`src/rtl/if_fetch_if.sv`:
```
// Instruction-memory request/response bundle between the fetch stage and imem.
interface if_fetch_if;
    logic        imem_req;
    logic [31:0] imem_addr;
    logic        imem_ack;
    logic [31:0] imem_rdata;

    modport master (output imem_req, imem_addr, input imem_ack, imem_rdata);
    modport slave  (input imem_req, imem_addr, output imem_ack, imem_rdata);
endinterface

```
`src/rtl/if_fetch.sv`:
```
// Instruction fetch stage: issues imem reads, presents one instruction to decode,
// absorbs a decode stall with a one-entry skid buffer and handles redirects.
module if_fetch #(
    parameter logic [31:0] RESET_PC = 32'h0000_0000
) (
    input  logic               clk,
    input  logic               rst_n,
    input  logic               Stall,
    input  logic [1:0]         PCsrcSel,
    input  logic [31:0]        Rs_data,
    if_fetch_if.master         imem,
    output logic [31:0]        inst_out,
    output logic               inst_en,
    output logic [31:0]        PC_out,
    output logic [31:0]        PC_plus4
);

    typedef enum logic [1:0] {StIdle, StFetch, StHold, StDrop} state_e;

    state_e      state_q, state_d;
    logic [31:0] fetch_pc_q, fetch_pc_d;
    logic [31:0] drop_addr_q, drop_addr_d;
    logic        req_q, req_d;
    logic [31:0] inst_q, inst_d;
    logic        inst_en_q, inst_en_d;
    logic [31:0] pc_q, pc_d;
    logic [31:0] skid_inst_q, skid_inst_d;
    logic [31:0] skid_pc_q, skid_pc_d;

    logic        consume;
    logic        redirect;
    logic [31:0] pc_plus4;
    logic [31:0] target;

    assign pc_plus4       = pc_q + 32'd4;
    assign consume        = !inst_en_q || !Stall;
    assign redirect       = inst_en_q && !Stall && (PCsrcSel != 2'b00);

    // A dropped request keeps its own address while fetch_pc already holds the target.
    assign imem.imem_req  = req_q;
    assign imem.imem_addr = (state_q == StDrop) ? drop_addr_q : fetch_pc_q;

    assign inst_out = inst_q;
    assign inst_en  = inst_en_q;
    assign PC_out   = pc_q;
    assign PC_plus4 = pc_plus4;

    always_comb begin
        target = pc_plus4;
        unique case (PCsrcSel)
            2'b01:   target = pc_plus4 + {{14{inst_q[15]}}, inst_q[15:0], 2'b00};
            2'b10:   target = {pc_plus4[31:28], inst_q[25:0], 2'b00};
            2'b11:   target = Rs_data;
            default: target = pc_plus4;
        endcase
    end

    always_comb begin
        state_d     = state_q;
        fetch_pc_d  = fetch_pc_q;
        drop_addr_d = drop_addr_q;
        req_d       = req_q;
        inst_d      = inst_q;
        inst_en_d   = inst_en_q;
        pc_d        = pc_q;
        skid_inst_d = skid_inst_q;
        skid_pc_d   = skid_pc_q;

        unique case (state_q)
            StIdle: begin
                state_d = StFetch;
                req_d   = 1'b1;
            end
            StFetch: begin
                if (redirect) begin
                    fetch_pc_d = target;
                    inst_en_d  = 1'b0;
                    if (req_q && !imem.imem_ack) begin
                        state_d     = StDrop;
                        drop_addr_d = fetch_pc_q;
                    end else begin
                        req_d = 1'b1;
                    end
                end else if (req_q && imem.imem_ack) begin
                    fetch_pc_d = fetch_pc_q + 32'd4;
                    if (consume) begin
                        inst_d    = imem.imem_rdata;
                        pc_d      = fetch_pc_q;
                        inst_en_d = 1'b1;
                        req_d     = 1'b1;
                    end else begin
                        skid_inst_d = imem.imem_rdata;
                        skid_pc_d   = fetch_pc_q;
                        state_d     = StHold;
                        req_d       = 1'b0;
                    end
                end else begin
                    inst_en_d = inst_en_q && Stall;
                    // An outstanding request is held; otherwise issue only into a free slot.
                    if (!req_q) begin
                        req_d = consume;
                    end
                end
            end
            StHold: begin
                if (!Stall) begin
                    state_d = StFetch;
                    req_d   = 1'b1;
                    if (redirect) begin
                        fetch_pc_d = target;
                        inst_en_d  = 1'b0;
                    end else begin
                        inst_d    = skid_inst_q;
                        pc_d      = skid_pc_q;
                        inst_en_d = 1'b1;
                    end
                end
            end
            StDrop: begin
                if (imem.imem_ack) begin
                    state_d = StFetch;
                    req_d   = 1'b1;
                end
            end
            default: state_d = StIdle;
        endcase
    end

    always_ff @(posedge clk or negedge rst_n) begin
        if (!rst_n) begin
            state_q     <= StIdle;
            fetch_pc_q  <= RESET_PC;
            drop_addr_q <= RESET_PC;
            req_q       <= 1'b0;
            inst_q      <= 32'h0;
            inst_en_q   <= 1'b0;
            pc_q        <= 32'h0;
            skid_inst_q <= 32'h0;
            skid_pc_q   <= 32'h0;
        end else begin
            state_q     <= state_d;
            fetch_pc_q  <= fetch_pc_d;
            drop_addr_q <= drop_addr_d;
            req_q       <= req_d;
            inst_q      <= inst_d;
            inst_en_q   <= inst_en_d;
            pc_q        <= pc_d;
            skid_inst_q <= skid_inst_d;
            skid_pc_q   <= skid_pc_d;
        end
    end

endmodule

```
`src/flat_wrapper.sv`:
```
// flat-port wrapper written by rule: the top's interface ports become plain ports
module if_fetch_flat 
#(
    parameter logic [31:0] RESET_PC = 32'h0000_0000
)
  (clk, rst_n, Stall, PCsrcSel, Rs_data, inst_out, inst_en, PC_out, PC_plus4, imem_imem_req, imem_imem_addr, imem_imem_ack, imem_imem_rdata);
  if_fetch_if imem_i ();
  input  logic clk;
  input  logic rst_n;
  input  logic Stall;
  input  logic [1:0] PCsrcSel;
  input  logic [31:0] Rs_data;
  output logic [31:0] inst_out;
  output logic inst_en;
  output logic [31:0] PC_out;
  output logic [31:0] PC_plus4;
  output wire logic [$bits(imem_i.imem_req)-1:0] imem_imem_req;
  output wire logic [$bits(imem_i.imem_addr)-1:0] imem_imem_addr;
  input wire logic [$bits(imem_i.imem_ack)-1:0] imem_imem_ack;
  input wire logic [$bits(imem_i.imem_rdata)-1:0] imem_imem_rdata;
  assign imem_imem_req = imem_i.imem_req;
  assign imem_imem_addr = imem_i.imem_addr;
  assign imem_i.imem_ack = imem_imem_ack;
  assign imem_i.imem_rdata = imem_imem_rdata;
  if_fetch #(.RESET_PC(RESET_PC)) u_core (.clk(clk), .rst_n(rst_n), .Stall(Stall), .PCsrcSel(PCsrcSel), .Rs_data(Rs_data), .imem(imem_i), .inst_out(inst_out), .inst_en(inst_en), .PC_out(PC_out), .PC_plus4(PC_plus4));
endmodule
```
`config.mk`:
```
export PLATFORM = sky130hd
export DESIGN_NAME = if_fetch_flat
export DESIGN_NICKNAME = d
export VERILOG_FILES = /design/src/rtl/if_fetch_if.sv /design/src/rtl/if_fetch.sv /design/src/flat_wrapper.sv
export SDC_FILE = /design/constraint.sdc
export NUM_CORES = 1
export LEC_CHECK = 0
export CAP_MARGIN = 20
export CELL_PAD_IN_SITES_DETAIL_PLACEMENT = 0
export CELL_PAD_IN_SITES_GLOBAL_PLACEMENT = 1
export CORE_MARGIN = 3
export CORE_UTILIZATION = 42
export CTS_CLUSTER_SIZE = 24
export DETAILED_ROUTE_END_ITERATION = 12
export PLACE_DENSITY_LB_ADDON = 0.12
export SYNTH_ARGS = -nofsm -noshare
export SYNTH_HDL_FRONTEND = slang
export SYNTH_SLANG_ARGS = --single-unit
export TNS_END_PERCENT = 100
```
`constraint.sdc`:
```
create_clock -name clk -period 4.92 [get_ports clk]
set_input_delay 1.476 -clock clk [delete_from_list [all_inputs] [get_ports clk]]
set_output_delay 1.476 -clock clk [all_outputs]
set_load 0.02 [all_outputs]
```
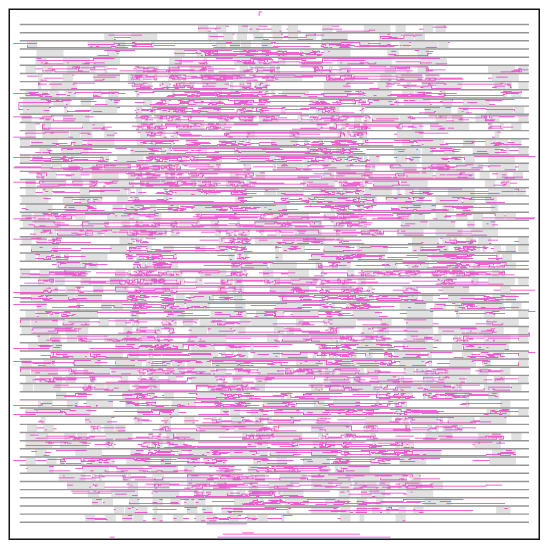
(images/met1.png)
Scale: 3 px per um. Supply wires on this layer in grey.
longest straight run = 60.3 um
share of all routed wire = 47%
main direction = horizontal

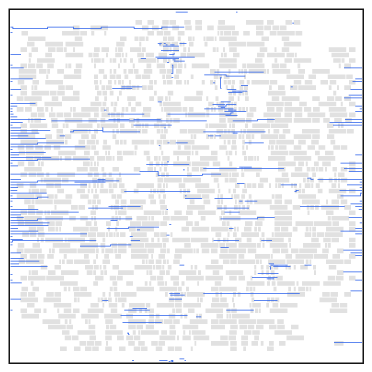
(images/met3.png)
Scale: 2 px per um.
wire length on this layer = 2300 um
nets with wire on the layer = 194

==> run notes <==
yosys + openroad results -> vertical die size=176 um, area figure in the yosys stat output=0.0122 sq mm, count of nets left with antenna violations after detail routing=0, Cells after Synth=1239, Hold Crit Class=reg2reg, Sinks on Clock Net=196, number of multi-input combinational cells=940, endpoint arrival time on the critical path=3.21 ns, Synth warnings=0, Pwr Density=801 mW/mm^2, sequential-to-total area share from yosys stat=40.3%, destination of the critical timing path=PC_plus4[29], die width=176 um, yosys xor share=3.37%, Top pwr grp=combinational logic, final hold slack=0.496 ns, Top cells excl fill/tap=clkdlybuf4s50_1, dfrtp_1, a21oi_1, wire length of the first global-routing pass=58600 um, status=completed, aoi share=14.3%, number of cells upsized or downsized after cts=0, clock transition at the register clock pins on the worst setup and hold paths after CTS=0.09 ns, Sw Share=47.1%, core footprint=0.0282 sq mm, Design Area, Final=0.0151 sq mm, Top cells by area=dfrtp_1, mux2_2, mux2i_1, maximum clock rate=213 MHz, clock tree from TritonCTS=done, maximum resistive drop on vdd=0.413 mV, transition time at the pin with the least slew margin=1.05 ns, setup repair after global routing missed its margin=false, boundary pin count=200, Net Count, Synth=1349, combinational share of cell area=45.5%, met2 layer wire length in the routed design=16700 um, number of detailed-routing iterations run before antenna repair=5, maximum number of pins on one net before global-route repair=103, final setup margin=0.231 ns, cells along the critical path=and4_1 -> nand3_1 -> or4_4 -> nor3_2 -> xor2_1 -> clkdlybuf4s50_1, origin of the worst min-delay path=u_core.skid_pc_q[7], number of logic inverters in the finished layout=22, cell total after placement=1755, residual overflow from global routing=0, slew margin rel.=30.2%, number of flops mapped to enable cells by yosys=0, sequential group power=3.25 mW, Cell variety after synth=71, met1 Resource Use GR=35.1%, final total power=12.1 mW, most area-hungry cell type in the Yosys netlist=dfrtp_1, layout buffer count excluding clock buffers=219, via count of the first global-routing pass=10000, Syn Std Cell Area=0.0122 sq mm, Layout Cells excl Fill=1788, static leakage=5.94 nW, critical path depth in cells=6, longest individual stage delay on the worst path=0.66 ns, primary flip-flop cell chosen by synthesis mapping=dfrtp_1, synthesized area per cell=9.82 sq um, required arrival time at the worst endpoint=3.44 ns, register-to-register setup slack=0.74 ns, sequential share of cell area=32.4%, post-synthesis cell count from yosys=1239, worst setup path startpoint=u_core.PC_out[4], fraction of layout cells with a size suffix above 1=15.6%, power in the clock group=1.45 mW, Clock Power Share=12.0%, highest routing layer actually used=met4, fill cell instance count of the final layout=2558, FP Util=43.2%, endpoint of the most critical register-to-register path=u_core.fetch_pc_q[31], Synth top cell by count=dfrtp_1, cell depth of the worst flop-to-flop path=13, worst min-delay path endpoint=u_core.skid_pc_q[7], Slew Limit Fails=0, kind of capture point of the worst setup path=primary output, detailed-route via count=10200, reg-to-reg critical path startpoint=u_core.PC_out[4], OpenROAD warnings=35, Tap Cells=378, GR Layer Usage met3=4.86%, maximum fanout along the worst path=7, mux cell area share after synthesis=20.5%, critical path buffer and inverter count=1, sequential share of power=26.8%
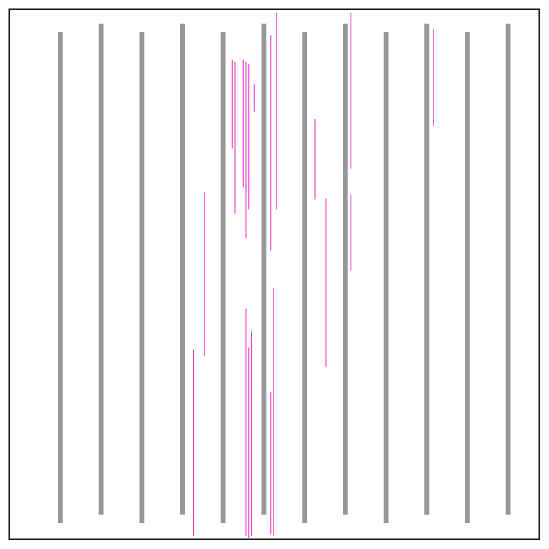
(images/met4.png)
Scale: 3 px per um. Supply wires on this layer in grey.
share of all routed wire = 2.7%
main direction = vertical
longest straight run = 82.3 um

Power and IR drop assume default switching activity.
